### src/rtl/ssd_capture.sv
// ssd_capture: recovers the digit values shown on a multiplexed 7-segment display
// by debouncing anode/cathode samples. Define SSD_CAPTURE_ERROR_EN for the sticky error flag.
module ssd_capture #(
    parameter int NUM_DIGITS    = 8,
    parameter int STABLE_CYCLES = 4
) (
    input  logic                      ssd_capture_clk,
    input  logic                      ssd_capture_rst,
    input  logic [6:0]                ssd_capture_iport_cc,
    input  logic [NUM_DIGITS-1:0]     ssd_capture_iport_an,
    output logic [4*NUM_DIGITS-1:0]   ssd_capture_oport_digits,
    output logic [NUM_DIGITS-1:0]     ssd_capture_oport_valid_mask,
    output logic                      ssd_capture_oport_frame_done,
    output logic                      ssd_capture_oport_error
);

    localparam logic [7:0] CNT_MAX  = 8'(STABLE_CYCLES);
    localparam logic [7:0] CNT_LAST = 8'(STABLE_CYCLES - 1);

    logic [NUM_DIGITS-1:0]   r_an;
    logic [6:0]              r_cc;
    logic [7:0]              r_cnt;
    logic [4*NUM_DIGITS-1:0] r_digits;
    logic [NUM_DIGITS-1:0]   r_valid;
    logic [NUM_DIGITS-1:0]   r_seen;
    logic                    r_frame_done;

    logic                    w_same;
    logic                    w_accept;
    logic                    w_hit;
    logic [3:0]              w_val;
    logic [NUM_DIGITS-1:0]   w_sel;
    logic                    w_idle;
    logic                    w_single;
    logic                    w_write;
    logic [NUM_DIGITS-1:0]   w_seen_next;

    // The incoming sample is compared with the one already held, so a pattern first
    // registered on edge k drives the counter to STABLE_CYCLES on edge k+STABLE_CYCLES.
    assign w_same   = (ssd_capture_iport_an == r_an) && (ssd_capture_iport_cc == r_cc);
    assign w_accept = w_same && (r_cnt == CNT_LAST);

    always_comb begin
        // NOTE: every output of a combinational block gets a default first so no latch is inferred.
        w_hit = 1'b1;
        w_val = 4'h0;
        case (r_cc)
            7'h40: w_val = 4'h0;
            7'h79: w_val = 4'h1;
            7'h24: w_val = 4'h2;
            7'h30: w_val = 4'h3;
            7'h19: w_val = 4'h4;
            7'h12: w_val = 4'h5;
            7'h02: w_val = 4'h6;
            7'h78: w_val = 4'h7;
            7'h00: w_val = 4'h8;
            7'h10: w_val = 4'h9;
            7'h08: w_val = 4'hA;
            7'h03: w_val = 4'hB;
            7'h46: w_val = 4'hC;
            7'h21: w_val = 4'hD;
            7'h06: w_val = 4'hE;
            7'h0E: w_val = 4'hF;
            default: w_hit = 1'b0;
        endcase
    end

    assign w_sel       = ~r_an;
    assign w_idle      = (w_sel == '0);
    assign w_single    = $onehot(w_sel);
    assign w_write     = w_accept && w_single && w_hit;
    assign w_seen_next = r_seen | (w_write ? w_sel : '0);

    // NOTE: sequential state is updated with non-blocking assignments only.
    always_ff @(posedge ssd_capture_clk) begin
        if (ssd_capture_rst) begin
            r_an         <= '1;
            r_cc         <= '1;
            r_cnt        <= '0;
            r_digits     <= '0;
            r_valid      <= '0;
            r_seen       <= '0;
            r_frame_done <= 1'b0;
        end else begin
            r_an         <= ssd_capture_iport_an;
            r_cc         <= ssd_capture_iport_cc;
            r_frame_done <= 1'b0;
            if (!w_same)
                r_cnt <= '0;
            else if (r_cnt != CNT_MAX)
                r_cnt <= r_cnt + 8'd1;
            if (w_write) begin
                for (int i = 0; i < NUM_DIGITS; i++)
                    if (w_sel[i]) r_digits[4*i +: 4] <= w_val;
                r_valid <= r_valid | w_sel;
                // Completing the frame pulses frame_done and restarts the seen tracking.
                if (&w_seen_next) begin
                    r_seen       <= '0;
                    r_frame_done <= 1'b1;
                end else begin
                    r_seen <= w_seen_next;
                end
            end
        end
    end

    assign ssd_capture_oport_digits     = r_digits;
    assign ssd_capture_oport_valid_mask = r_valid;
    assign ssd_capture_oport_frame_done = r_frame_done;

`ifdef SSD_CAPTURE_ERROR_EN
    logic w_proto_err;
    logic r_error;

    // Blank (7F) is legal on a single digit; several active anodes are always an error.
    assign w_proto_err = w_accept &&
                         ((!w_idle && !w_single) ||
                          (w_single && !w_hit && (r_cc != 7'h7F)));

    always_ff @(posedge ssd_capture_clk) begin
        if (ssd_capture_rst)
            r_error <= 1'b0;
        else if (w_proto_err)
            r_error <= 1'b1;
    end

    assign ssd_capture_oport_error = r_error;
`else
    assign ssd_capture_oport_error = 1'b0;
`endif

endmodule

### config.mk
export PLATFORM = sky130hd
export DESIGN_NAME = ssd_capture
export DESIGN_NICKNAME = d
export VERILOG_FILES = /design/src/rtl/ssd_capture.sv
export SDC_FILE = /design/constraint.sdc
export NUM_CORES = 1
export LEC_CHECK = 0
export ABC_AREA = 1
export ABC_CLOCK_PERIOD_IN_PS = 5390
export CAP_MARGIN = 20
export CORE_UTILIZATION = 52
export CTS_CLUSTER_SIZE = 10
export DETAILED_ROUTE_END_ITERATION = 10
export GPL_TIMING_DRIVEN = 0
export PLACE_DENSITY = 0.81
export SYNTH_ARGS = -nofsm -noshare
export SYNTH_HDL_FRONTEND = slang
export SYNTH_SLANG_ARGS = --single-unit
### constraint.sdc
create_clock -name ssd_capture_clk -period 5.39 [get_ports ssd_capture_clk]
set_input_delay 1.617 -clock ssd_capture_clk [delete_from_list [all_inputs] [get_ports ssd_capture_clk]]
set_output_delay 1.617 -clock ssd_capture_clk [all_outputs]
set_load 0.01 [all_outputs]
run_1/clocks.png
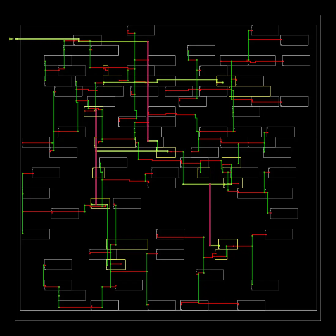
power consumed by the clock network: 526 uW
final worst clock skew: 6.50 ps
clock latency reported for the late side of the worst-skew pair: 350 ps
CTS Sinks: 72
clock tree buffer count of the final layout: 10

run_1/sizes.png
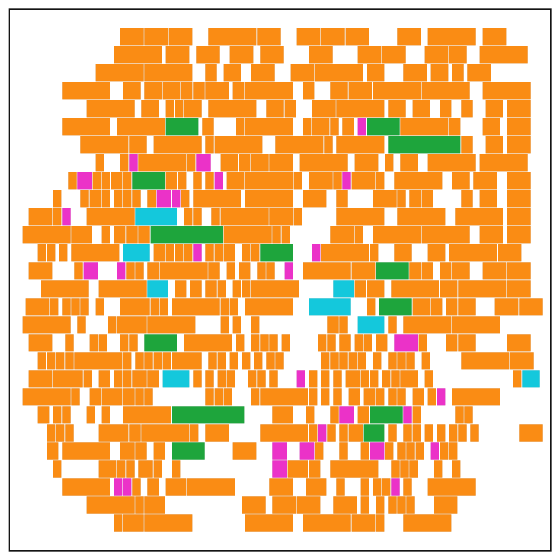
Key: green = _6 and larger [cells 13, share 2.6%, most used clkbuf_8]; magenta = _2 cells [cells 28, share 5.5%, most used inv_2]; orange = _0 and _1 cells [cells 457, share 90%, most used nand2_1]; cyan = _3 and _4 cells [cells 8, share 1.6%, most used nor2_4]

run_1/placement_by_type.png
Bar = 20 um. Fill, decap, tap and diode cells in grey.
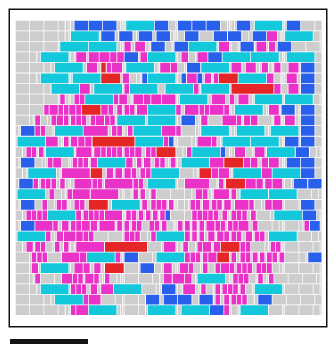
Key: blue = other buffers and delay cells [cells 64]; magenta = combinational and other logic [cells 354]; red = clock drivers and dummy loads [cells 16]; cyan = flops [cells 72]

[run 1: cells by family (layout without fill, tap and decap cells)]
family,count (synthesis),after routing,synth area share
AND-OR/OR-AND,77,77,0.154
XOR/XNOR,8,8,0.0213
adder cells (fa/ha/maj),9,9,0.0434
buffers and inverters,75,148,0.0867
flip-flops,72,72,0.438
other,1,1,0.00114
AND/OR/NAND/NOR,191,191,0.255
[run 1: area by class of cell]
class                           instances  share of cell area
Tap cell                               75              0.0224
Buffer                                  7             0.00715
Timing Repair Buffer                   57               0.136
Multi-Input combinational cell        286               0.372
Clock buffer                           10              0.0304
Inverter                               68              0.0608
Sequential cell                        72               0.343
Clock inverter                          6              0.0277
[run 1: critical path, delay by kind of cell (launching register included)]
kind	cells	cell delay (ps)
buf+inv	3	190
simple gates	10	1410
flops	1	490
fa+ha+maj	5	2030
==> COMMIT_EDITMSG, run 1 <==
Log flow metrics for this revision

- Status: finished clean
- The report lists the power per cell area as about 270 mW/mm^2.
- The detailed router finished its first iteration with approximately 150 violations.
- HPWL reported at the end of detailed placement: 5.16 mm
- Top Metal Used: met4
* Source of the critical timing path: r_an[1]
- Core Util, Final: 0.697
- Post-synth top area cell: dfxtp_1
* Multi-input combinational cell area: between 0.0015 and 0.002 sq mm
* Total Negative Setup Slacks: 0 ps
- Core Area: 0.00603 sq mm
- between 50 and 60 I/O pins were placed.
* Register area share after synthesis: 0.438
- Looking at hold timing, the worst path starts from ssd_capture_oport_digits[13].
* Die span in x: 81.5 um
- The worst-case IR drop observed on VDD is between 150 and 200 uV.
- After layout, the worst setup slack is between 1000 and 1500 ps.
* Clock tree root buffer cell: clkbuf_8
- Gates resized during post-CTS repair numbered 0.
- Placement Setup Slack: about 1300 ps
- Portion of total power attributed to the clock network: 0.456
- Global routing usage on met1: 0.294
- Mean number of vias per cell: just over 5
- Number of I/O port buffers: about 57
- Via count of the first global-routing pass: ~2,800
- Final design instance area without fill: about 0.0042 sq mm
- DRC violations left: 0
* Most repeated cell in the gate-level netlist after synthesis: nand2_1
- Per the synth stats, the proportion of register bits with asynchronous set or reset is 0.
- Overall routing resource usage recorded by global route was 0.240.
- Post-route non-filler standard cell count: 581
* Synthesized area per cell: approximately 7.6 sq um
run_1/logic_types.png
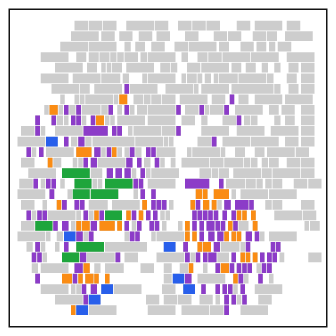

==> run 2: changes to the inputs <==
ABC_CLOCK_PERIOD_IN_PS = 3600   (was 5390)
CORE_UTILIZATION = 47   (was 52)
PLACE_DENSITY = 0.77   (was 0.81)
clock period = 3.6 ns   (was 5.39 ns; I/O delays follow)
run_2/logic_types.png
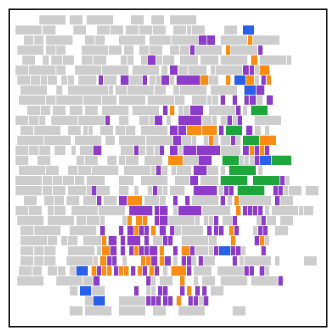
Key: orange = NOR gates [cells 47]; purple = NAND gates [cells 141]; blue = XOR/XNOR gates [cells 8]; green = adder and majority cells [cells 9, where middle right]

run_2/clocks.png
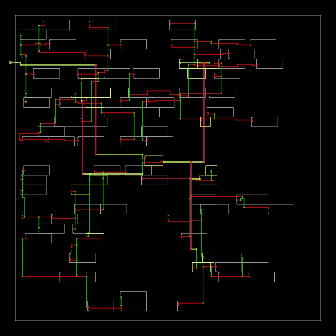
clock tree buffer count of the final layout: 11
flip-flops: 72
final worst clock skew: 10.9 ps

==> COMMIT_EDITMSG, run 2 <==
Log flow metrics for this revision

- Status: finished with violations
- The final reports fail on negative setup slack.
- Along the critical path, the tally of buffer and inverter instances is 4.
- Dividing total power by cell area gives a power density of ~350 mW/mm^2.
* Global routing usage on met1: 0.266
- Number of I/O port buffers: ~57
- Cells resized by post-CTS repair: around 50
* Placement Setup Slack: -455 ps
- After detailed routing, the number of remaining DRC violations is 0.
- Final setup margin: -498 ps
- Logic depth of the worst path, buffers included: 19
- Source of the critical timing path: r_an[0]
* HPWL reported at the end of detailed placement: 5.38 mm
- Count of endpoints failing setup in the final report: 49
* Critical path's top delay family: adder cells
- CTS Sinks: roughly 72
* Die span in x: 85.7 um
- The cell-mix breakdown from Yosys lists the compound-gate area share as 0.154.
- Maximum vdd ir drop: about 320 uV
* Adders+Majority by Area: 0.0434
- Of the total synthesized cell area, the portion taken by XOR and XNOR cells is 0.0213.
- Of the post-synthesis cell area, the part taken by muxes is 0.
- In the final timing run, aggregate negative setup slack is -16,990 ps.
* Top comb family, area: simple AND/OR/NAND/NOR gates
- Per Yosys stat, the portion of area used by sequential elements is 0.438.
- For the worst min-delay path, the startpoint reported by OpenROAD is ssd_capture_oport_digits[5].
- Share of synthesized registers carrying an async set or reset: 0
* Simple-gate portion of the synthesized area: 0.255
run 2: cell type report:
| cell class | instances | area [sq um] | area share |
|---|---|---|---|
| repair inverters | 1 | 6.26 | 0.00136 |
| clock buffers | 11 | 151 | 0.0328 |
| clock inverters | 5 | 62.6 | 0.0136 |
| multi-input cells | 287 | 1740 | 0.378 |
| inverters | 68 | 300 | 0.0651 |
| plain buffers | 7 | 30.0 | 0.00651 |
| well taps | 96 | 120 | 0.0261 |
| repair buffers | 77 | 751 | 0.163 |
| flip-flops and latches | 72 | 1450 | 0.314 |
run 2: power by group:
part / switching, mW / total (mW) / internal, mW
Combinational: 0.0790 / 0.136 / 0.0572
Sequential: 0.00969 / 0.814 / 0.805
Clock: 0.317 / 0.679 / 0.362
run_2/placement_by_type.png
Bar = 20 um. Fill, decap, tap and diode cells in grey.
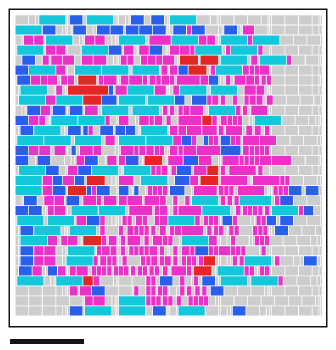

==> run 3: changes to the inputs <==
PLACE_DENSITY = 0.85   (was 0.77)
run_3/placement_by_type.png
Bar = 20 um. Fill, decap, tap and diode cells in grey.
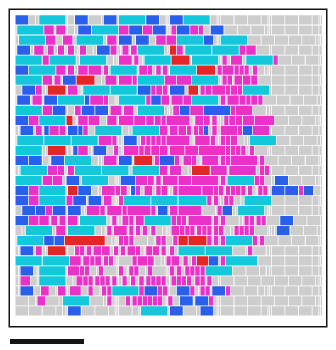
Key: blue = other buffers and delay cells [cells 79]; cyan = flops [cells 72]; red = clock drivers and dummy loads [cells 16]; magenta = combinational and other logic [cells 356]

run_3/layer_met2.png
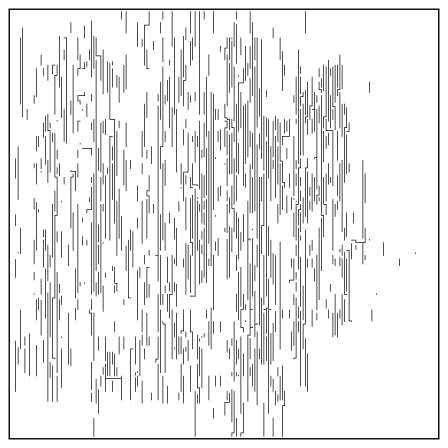
The longest straight run is 42.2 um. The layer carries 3,930 um of wire. The layer holds 48% of the routed length. The wires run mostly vertical. 472 nets have wire on it.

==> COMMIT_EDITMSG, run 3 <==
Log flow metrics for this revision

- Status: finished with violations
* Violations in the final reports: negative setup slack
- Measured on the final layout, the clock distribution area share stands at 0.0433.
- Register area share after synthesis: 0.438
- The final layout report lists a non-clock buffer count of roughly 80.
- Final worst clock skew: between 10 and 15 ps
- Multi-input combinational cell count: around 290
- Tapcell Cnt: roughly 96
- The clock buffers instantiated in the layout total 9.
* Cells resized by post-CTS repair: 35
- Multiplexer share: 0
- After floorplanning, the core was sized to cover between 0.006 and 0.007 sq mm.
- The analysis reports a worst IR drop on VDD of about 410 uV.
- The script computed the net switching share of total power as 0.256.
- Portion of total power attributed to the clock network: 0.402
* CTS Sinks: 72
* Number of top-level design ports: between 50 and 60
- Seq/total area: 0.321
* Internal cell power: between 1 and 1.5 mW
- The highest layer touched by signal routing is met4.
- The die is about 86 um wide.
- Mean number of vias per cell: about 5
* HPWL reported at the end of detailed placement: between 5 and 6 mm
- Final design instance area without fill: around 0.0045 sq mm
- Synthesized area per cell: around 7.6 sq um
* Count of endpoints failing setup in the final report: 49
- Of the total synthesized cell area, the portion taken by XOR and XNOR cells is 0.0213.
* Yosys aoi share: 0.154
- GRT Resource Usage Total: 0.227
- Summed over all failing endpoints, the final setup total negative slack is -16,420 ps.
- Power spread over the standard cell area amounts to ~350 mW/mm^2.
* Logic depth of the worst path, buffers included: 19
- Source of the critical timing path: r_an[0]
- The layout report lists the non-clock buffer share of cell area as 0.164.
* Final setup margin: -496 ps
- 1st-iter DRT viols: approximately 180
- The number of sequential cells reported for the layout is around 72.
- After layout, the inverter instance count without clock inverters stands at 68.
- Comb/total area: 0.381
- In this run, the synthesized area fraction spent on and/or/nand/nor cells is recorded as 0.255.
- Per the post-place timing report, worst setup slack is -436 ps.
* Power consumed by the clock network: between 600 and 700 uW
- In the final layout, flip-flops and latches occupy 0.00145 sq mm.
- As logged by OpenROAD, the buffers inserted on ports number around 57.
- Clock tree root buffer cell: clkbuf_8
* DRC violations left: 0
- Core Util, Final: 0.663
- Top comb family, area: simple AND/OR/NAND/NOR gates
* Clock latency reported for the late side of the worst-skew pair: ~350 ps
==> run 3: cell counts after synthesis <==
Identical to the previous run, type by type.
==> run 3: how the worst min path moves through the flow <==
stage	startpoint	end
6_report	ssd_capture_oport_digits[26]	ssd_capture_oport_digits[26]
5_1_grt	ssd_capture_oport_digits[26]	ssd_capture_oport_digits[26]
4_1_cts	ssd_capture_oport_valid_mask[4]	ssd_capture_oport_valid_mask[4]
3_5_place_dp	ssd_capture_oport_digits[17]	ssd_capture_oport_digits[17]
3_3_place_gp	ssd_capture_oport_digits[1]	ssd_capture_oport_digits[1]
2_1_floorplan	r_cnt[3]	r_cnt[3]
==> run 3: through the flow <==
step                      hold slack [ps]  cells
after floorplan                       471    433
after global placement                446    586
after detailed placement              453    586
after CTS                             471    618
after global routing                  485    619
final                                 467    619
Power and IR drop assume default switching activity.
